$ cat src/rtl/mult_ctrl_pkg.sv
// Shared definitions for the shift-add multiplier sequencer.
// State encoding and default datapath width.
package mult_ctrl_pkg;

    localparam int DEF_WIDTH = 4;
    localparam int DEF_CNT_W = 3;

    typedef enum logic [2:0] {
        S_IDLE  = 3'd0,
        S_INIT  = 3'd1,
        S_TEST  = 3'd2,
        S_ADD   = 3'd3,
        S_SHIFT = 3'd4,
        S_DONE  = 3'd5
    } state_e;

    typedef struct packed {
        logic clear;
        logic load_op;
        logic load;
        logic shift;
        logic busy;
        logic done;
    } strobe_t;

endpackage

$ cat src/rtl/mult_ctrl_if.sv
// Handshake and strobe bundle between the sequencer and the
// G/A/B/Q datapath plus top-level control.
interface mult_ctrl_if;

    logic Mult_Ctrl_Start;
    logic Mult_Ctrl_Q0;
    logic Mult_Ctrl_Clear;
    logic Mult_Ctrl_Load_Op;
    logic Mult_Ctrl_Load;
    logic Mult_Ctrl_Shift;
    logic Mult_Ctrl_Busy;
    logic Mult_Ctrl_Done;

    modport master (
        input  Mult_Ctrl_Start,
        input  Mult_Ctrl_Q0,
        output Mult_Ctrl_Clear,
        output Mult_Ctrl_Load_Op,
        output Mult_Ctrl_Load,
        output Mult_Ctrl_Shift,
        output Mult_Ctrl_Busy,
        output Mult_Ctrl_Done
    );

    modport slave (
        output Mult_Ctrl_Start,
        output Mult_Ctrl_Q0,
        input  Mult_Ctrl_Clear,
        input  Mult_Ctrl_Load_Op,
        input  Mult_Ctrl_Load,
        input  Mult_Ctrl_Shift,
        input  Mult_Ctrl_Busy,
        input  Mult_Ctrl_Done
    );

endinterface

$ cat src/rtl/mult_ctrl.sv
// Moore sequencer for the 4-bit shift-add multiplier: one add/skip
// decision and one shift per operand bit, Start/Busy/Done handshake.
module mult_ctrl
    import mult_ctrl_pkg::*;
#(
    parameter int WIDTH = DEF_WIDTH,
    parameter int CNT_W = DEF_CNT_W
) (
    input  logic         Mult_Ctrl_Clock,
    input  logic         Mult_Ctrl_Reset_n,
    mult_ctrl_if.master  bus
);

    state_e             state_q, state_d;
    logic [CNT_W-1:0]   cnt_q, cnt_d;
    strobe_t            st;

    always_ff @(posedge Mult_Ctrl_Clock) begin
        if (!Mult_Ctrl_Reset_n) begin
            state_q <= S_IDLE;
            cnt_q   <= '0;
        end else begin
            state_q <= state_d;
            cnt_q   <= cnt_d;
        end
    end

    always_comb begin
        state_d = S_IDLE;
        cnt_d   = cnt_q;
        st      = '0;
        unique case (state_q)
            S_IDLE: begin
                state_d = bus.Mult_Ctrl_Start ? S_INIT : S_IDLE;
            end
            S_INIT: begin
                st.clear   = 1'b1;
                st.load_op = 1'b1;
                st.busy    = 1'b1;
                cnt_d      = CNT_W'(WIDTH);
                state_d    = S_TEST;
            end
            S_TEST: begin
                st.busy = 1'b1;
                state_d = bus.Mult_Ctrl_Q0 ? S_ADD : S_SHIFT;
            end
            S_ADD: begin
                st.load = 1'b1;
                st.busy = 1'b1;
                state_d = S_SHIFT;
            end
            S_SHIFT: begin
                st.shift = 1'b1;
                st.busy  = 1'b1;
                cnt_d    = cnt_q - CNT_W'(1);
                // last bit processed: counter lands on 0 only here
                state_d  = (cnt_q == CNT_W'(1)) ? S_DONE : S_TEST;
            end
            S_DONE: begin
                st.done = 1'b1;
                state_d = S_IDLE;
            end
            default: begin
                state_d = S_IDLE;
            end
        endcase
    end

    assign bus.Mult_Ctrl_Clear   = st.clear;
    assign bus.Mult_Ctrl_Load_Op = st.load_op;
    assign bus.Mult_Ctrl_Load    = st.load;
    assign bus.Mult_Ctrl_Shift   = st.shift;
    assign bus.Mult_Ctrl_Busy    = st.busy;
    assign bus.Mult_Ctrl_Done    = st.done;

endmodule

$ cat src/flat_wrapper.sv
// flat-port wrapper written by rule: the top's interface ports become plain ports
module mult_ctrl_flat import mult_ctrl_pkg::*;
#(
    parameter int WIDTH = DEF_WIDTH,
    parameter int CNT_W = DEF_CNT_W
)
  (Mult_Ctrl_Clock, Mult_Ctrl_Reset_n, bus_Mult_Ctrl_Start, bus_Mult_Ctrl_Q0, bus_Mult_Ctrl_Clear, bus_Mult_Ctrl_Load_Op, bus_Mult_Ctrl_Load, bus_Mult_Ctrl_Shift, bus_Mult_Ctrl_Busy, bus_Mult_Ctrl_Done);
  mult_ctrl_if bus_i ();
  input  logic Mult_Ctrl_Clock;
  input  logic Mult_Ctrl_Reset_n;
  input wire logic [$bits(bus_i.Mult_Ctrl_Start)-1:0] bus_Mult_Ctrl_Start;
  input wire logic [$bits(bus_i.Mult_Ctrl_Q0)-1:0] bus_Mult_Ctrl_Q0;
  output wire logic [$bits(bus_i.Mult_Ctrl_Clear)-1:0] bus_Mult_Ctrl_Clear;
  output wire logic [$bits(bus_i.Mult_Ctrl_Load_Op)-1:0] bus_Mult_Ctrl_Load_Op;
  output wire logic [$bits(bus_i.Mult_Ctrl_Load)-1:0] bus_Mult_Ctrl_Load;
  output wire logic [$bits(bus_i.Mult_Ctrl_Shift)-1:0] bus_Mult_Ctrl_Shift;
  output wire logic [$bits(bus_i.Mult_Ctrl_Busy)-1:0] bus_Mult_Ctrl_Busy;
  output wire logic [$bits(bus_i.Mult_Ctrl_Done)-1:0] bus_Mult_Ctrl_Done;
  assign bus_i.Mult_Ctrl_Start = bus_Mult_Ctrl_Start;
  assign bus_i.Mult_Ctrl_Q0 = bus_Mult_Ctrl_Q0;
  assign bus_Mult_Ctrl_Clear = bus_i.Mult_Ctrl_Clear;
  assign bus_Mult_Ctrl_Load_Op = bus_i.Mult_Ctrl_Load_Op;
  assign bus_Mult_Ctrl_Load = bus_i.Mult_Ctrl_Load;
  assign bus_Mult_Ctrl_Shift = bus_i.Mult_Ctrl_Shift;
  assign bus_Mult_Ctrl_Busy = bus_i.Mult_Ctrl_Busy;
  assign bus_Mult_Ctrl_Done = bus_i.Mult_Ctrl_Done;
  mult_ctrl #(.WIDTH(WIDTH), .CNT_W(CNT_W)) u_core (.Mult_Ctrl_Clock(Mult_Ctrl_Clock), .Mult_Ctrl_Reset_n(Mult_Ctrl_Reset_n), .bus(bus_i));
endmodule
$ cat config.mk
export PLATFORM = sky130hd
export DESIGN_NAME = mult_ctrl_flat
export DESIGN_NICKNAME = d
export VERILOG_FILES = /design/src/rtl/mult_ctrl_pkg.sv /design/src/rtl/mult_ctrl_if.sv /design/src/rtl/mult_ctrl.sv /design/src/flat_wrapper.sv
export SDC_FILE = /design/constraint.sdc
export NUM_CORES = 1
export LEC_CHECK = 0
export ABC_AREA = 0
export CORE_AREA = 5 5 42 44
export DETAILED_ROUTE_END_ITERATION = 12
export DIE_AREA = 0 0 47 49
export PLACE_DENSITY = 0.68
export SLEW_MARGIN = 10
export SYNTH_ARGS = -nofsm -noshare
export SYNTH_HDL_FRONTEND = slang
export SYNTH_SLANG_ARGS = --single-unit
$ cat constraint.sdc
create_clock -name Mult_Ctrl_Clock -period 1.1 [get_ports Mult_Ctrl_Clock]
set_input_delay 0.275 -clock Mult_Ctrl_Clock [delete_from_list [all_inputs] [get_ports Mult_Ctrl_Clock]]
set_output_delay 0.275 -clock Mult_Ctrl_Clock [all_outputs]
set_load 0.02 [all_outputs]
==> run summary <==
Implementation results are summarized by area below.

Floorplan
The starting density of the core is just over 30%. According to the floorplan report, the die width is approximately 47 um. The number of placed I/O pins is 10. The area of the core region is 0.00140 mm2.

The chip occupies roughly 0.0023 mm2. The height of the chip is around 49 um. The site row count is 14.

Pwr
The internal power summed over all cells is 0.000538 W. The flow reports power dissipated in combinational cells as approximately 0.00032 W. The largest share of the power goes to combinational cells.

The clock group power is roughly 0.00021 W. Power comes to around 0.0008 W. The maximum vdd ir drop is 630 uV. The power per cell area is just under 1000 mW/mm2. The proportion of total power due to net switching is 32.7%.

The power report attributes to the sequential group a share of about a third. The share of total power in the clock network is a little over a quarter. The sequential-cell power consumption is ~0.00026 W.

Critical path
The worst setup path is launched from a flop. The arrival time of data at the critical path endpoint is between 1 and 1.5 ns. The endpoint kind of the worst setup timing path is a primary output. The timing report gives the biggest stage delay along the critical path as approximately 0.37 ns.

The report shows a maximum critical-path fanout of 7. The required time of the critical path is roughly 0.82 ns. The cell type of the slowest stage on the worst timing path is sky130_fd_sc_hd__dfxtp_4. On the critical path the largest part of the delay comes from flip-flops. Walking the worst path, the cells encountered are buf_6, nor3_4, buf_6. The most repeated library cell on the critical path is sky130_fd_sc_hd__buf_6.

Logic synthesis
The XOR/XNOR share of the synthesized area is between 2 and 2.5%. The mean instance size in the synthesized netlist is between 9 and 10 um2. The area recorded from the Yosys report for this design is around 420 um2. The gate-level netlist out of Yosys references 27 unique cell types. The number of nets at floorplan is roughly 52. The synthesized instance count is between 40 and 50. The multiplexer area fraction after synthesis is 0%. The synthesis report lists the most area-consuming cells as sky130_fd_sc_hd__dfxtp_1 (28%), sky130_fd_sc_hd__nor4b_2 (7.1%), sky130_fd_sc_hd__ha_1 (5.9%), sky130_fd_sc_hd__buf_6 (5.3%), sky130_fd_sc_hd__nor3b_1 (5.3%). The top cell type's share of synthesized area is 28.3%. The share of synthesized cell area in and, or, nand and nor gates is 30.4%. The synthesized flop and latch total is 6. Of the total synthesized cell area, the portion taken by AND-OR and OR-AND cells is 21.5%. The synthesized netlist was found by Yosys to have ~46 cells. The prevailing logic family in the synthesized netlist is simple AND/OR/NAND/NOR gates. The area of the mapped netlist is ~420 um2.

sky130_fd_sc_hd__dfxtp_1 takes more of the synthesized area than any other cell. The adder and majority cell fraction of the synthesized area is under 10%.

Place
The number of buffers added on ports is 9. In the placement report, post-DP HPWL is listed as between 700 and 800 um. After detailed placement, the total cell area comes to roughly 630 um2.

Per the post-place timing report, worst setup slack is -0.512 ns.

Routing
The remaining antenna violation count is 0. After the first detailed-routing iteration, the DRC count stood at 9. The ratio of routed vias to standard cells is 5.00.

The first-pass iteration count of the detailed router is 5.

GRT
The number of global-route vias before repair is approximately 420. The first global-routing pass estimated between 1500 and 2000 um of wire. Entering global routing, the biggest net connects 10 pins.

The number of antenna violations at the first check in global routing is 0. The global route stage reports its total congestion overflow as 0.

Final layout
Ranking logic cells in the layout by count gives the top entries sky130_fd_sc_hd__buf_4 (17), sky130_fd_sc_hd__buf_6 (7), sky130_fd_sc_hd__dfxtp_4 (4). The share of final-layout standard cells stronger than drive strength 1 is 72.2%. The final cell count without fillers is around 88. The finished cells cover a little over 800 um2. Relative to the synthesized area, the layout overhead comes to 91.2%.

Min path
The classification of the worst-slack hold path is reg -> reg.

Run
The run reported a max-capacitance violation count of 0. OpenROAD emitted warnings numbering 30.

Clocking
In the CTS report, the clock slew at the register clock pins of the worst setup and hold paths is listed as 0.05 ns. The maximum buffer depth of the clock tree is 2. Per the skew report, the later register of the worst-skew pair sees a clock latency of 0.25 ns. The clock tree from TritonCTS is yes. The CTS log lists the clock sinks for this run as 6. Per the CTS log, the root buffer master is sky130_fd_sc_hd__clkbuf_4. Buffers inserted to repair hold after CTS numbered 0.

The post-cts resize count is roughly 52. Per the CTS log, the maximum H-tree level is 1. CTS added clock buffers totalling 3.

Final timing
The number of endpoints with negative hold slack in the final report is 0. The post-route worst setup slack is -0.288 ns. After layout, the worst path uses 126% of the clock period.

The final number of setup-violating endpoints is 11. The highest attainable clock frequency is 720 MHz. The max-slew headroom at the worst pin is 84.4%. The clock arrives with around 0.0063 ns of skew. The shortest clock period the worst path allows after layout is 1.39 ns. Setup repair after global routing could not meet its margin everywhere.

Run status
The run finished, with violations left. The checks that failed: setup timing.
per-layer routing:
metal / global-route usage [%] / vias up / routed length, um
li1: - / 221 / -
met1: 13.7 / 205 / 489
met2: 17.6 / 10 / 611
met3: 3.32 / 4 / 44
met4: 12.4 / 0 / 49
met5: 0 / - / 0
state kept, by name, indices dropped and copies added (netlist names):
register        cells
u_core.cnt_q        3
u_core.state_q      3
area by class of cell:
| cell class | instances | area, um2 |
|---|---|---|
| inverters | 4 | 20.0 |
| clock buffers | 3 | 22.5 |
| repair buffers | 27 | 236 |
| flip-flops and latches | 6 | 136 |
| multi-input cells | 32 | 375 |
| well taps | 16 | 20.0 |
| fillers | 124 | 591 |
cell usage after synthesis (all sizes together):
cell type and count:
dfxtp 6, a21oi 4, buf 4, inv 4
nor3b 4, nor2 3, a311oi 2, ha 2
nand2 2, nand3 2, nor4b 2, a2111oi 1
a211oi 1, a21boi 1, a21o 1, and3 1
nand2b 1, nor2b 1, nor3 1, nor4 1
o31a 1, xnor2 1
worst paths after layout:
path	depth (start not counted)	slack, ns	startpoint	endpoint
max reg2reg	5	-0.08	u_core.state_q[1]$_SDFF_PN0_	u_core.cnt_q[1]$_SDFFE_PN0P_
max	3	-0.29	u_core.state_q[0]$_SDFF_PN0_	bus_Mult_Ctrl_Shift
min	1	0.57	u_core.cnt_q[2]$_SDFFE_PN0P_	u_core.cnt_q[2]$_SDFFE_PN0P_
min reg2reg	1	0.57	u_core.cnt_q[2]$_SDFFE_PN0P_	u_core.cnt_q[2]$_SDFFE_PN0P_
metrics by stage:
step,hold slack (ns),TNS (ns)
floorplan,0.403,-0.127
global placement,0.466,-3.53
detailed placement,0.470,-3.61
CTS,0.565,-1.98
global route,0.591,-2.38
finish,0.571,-1.85
Selected gate families:
Scale: 12 px per um.
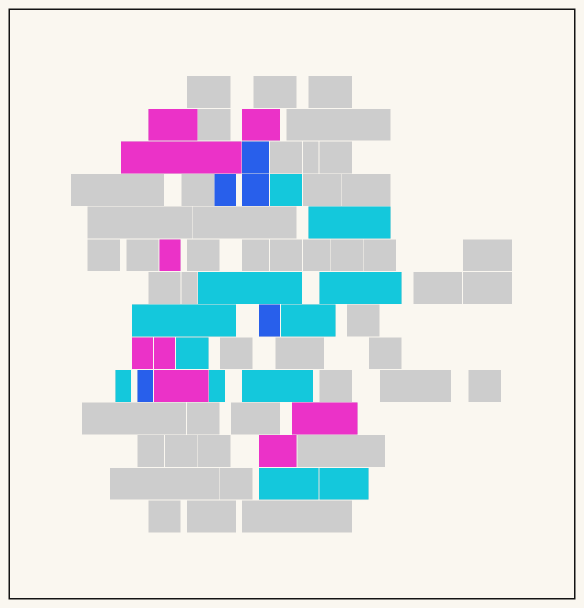
colour	family	cells
magenta	inverting AOI/OAI gates	9
blue	NAND gates	5
cyan	NOR gates	12
combinational share of cell area: 46.3%
most common logic cell in the routed design: sky130_fd_sc_hd__buf_4

Congestion heat map:
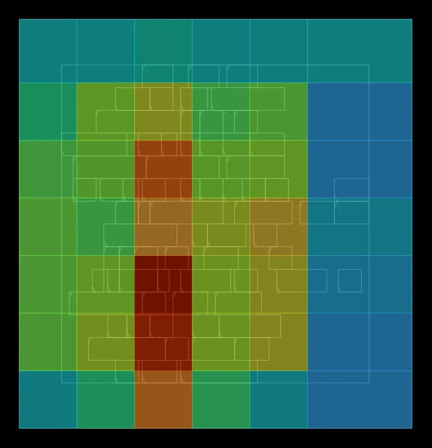
global-route met1 utilization: 13.7%
aggregate global-route resource usage: 12.4%
GR Layer Usage met3: 3.32%
utilization after layout: 57.9%

Routed metal per tile:
Scale: 8 px per um. The die is cut into 9 by 10 equal tiles; white is low, dark blue is high, scaled to the fullest tile. Values are wire area over tile area, all layers added.
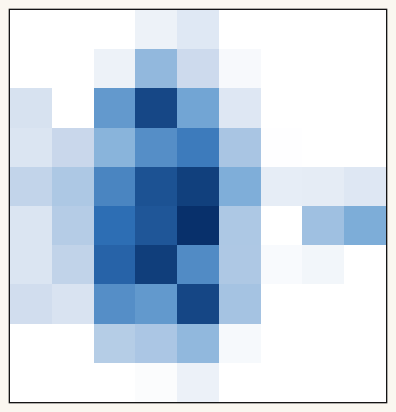
fullest tile	0.35
nearly empty tiles	40%
emptiest ninth of the die	top right
total wire length after detailed routing: 1200 um
via count: 440
average wire length per cell after detail routing: 13.6 um

No activity file was given, so power comes from the tool's default toggle rates.
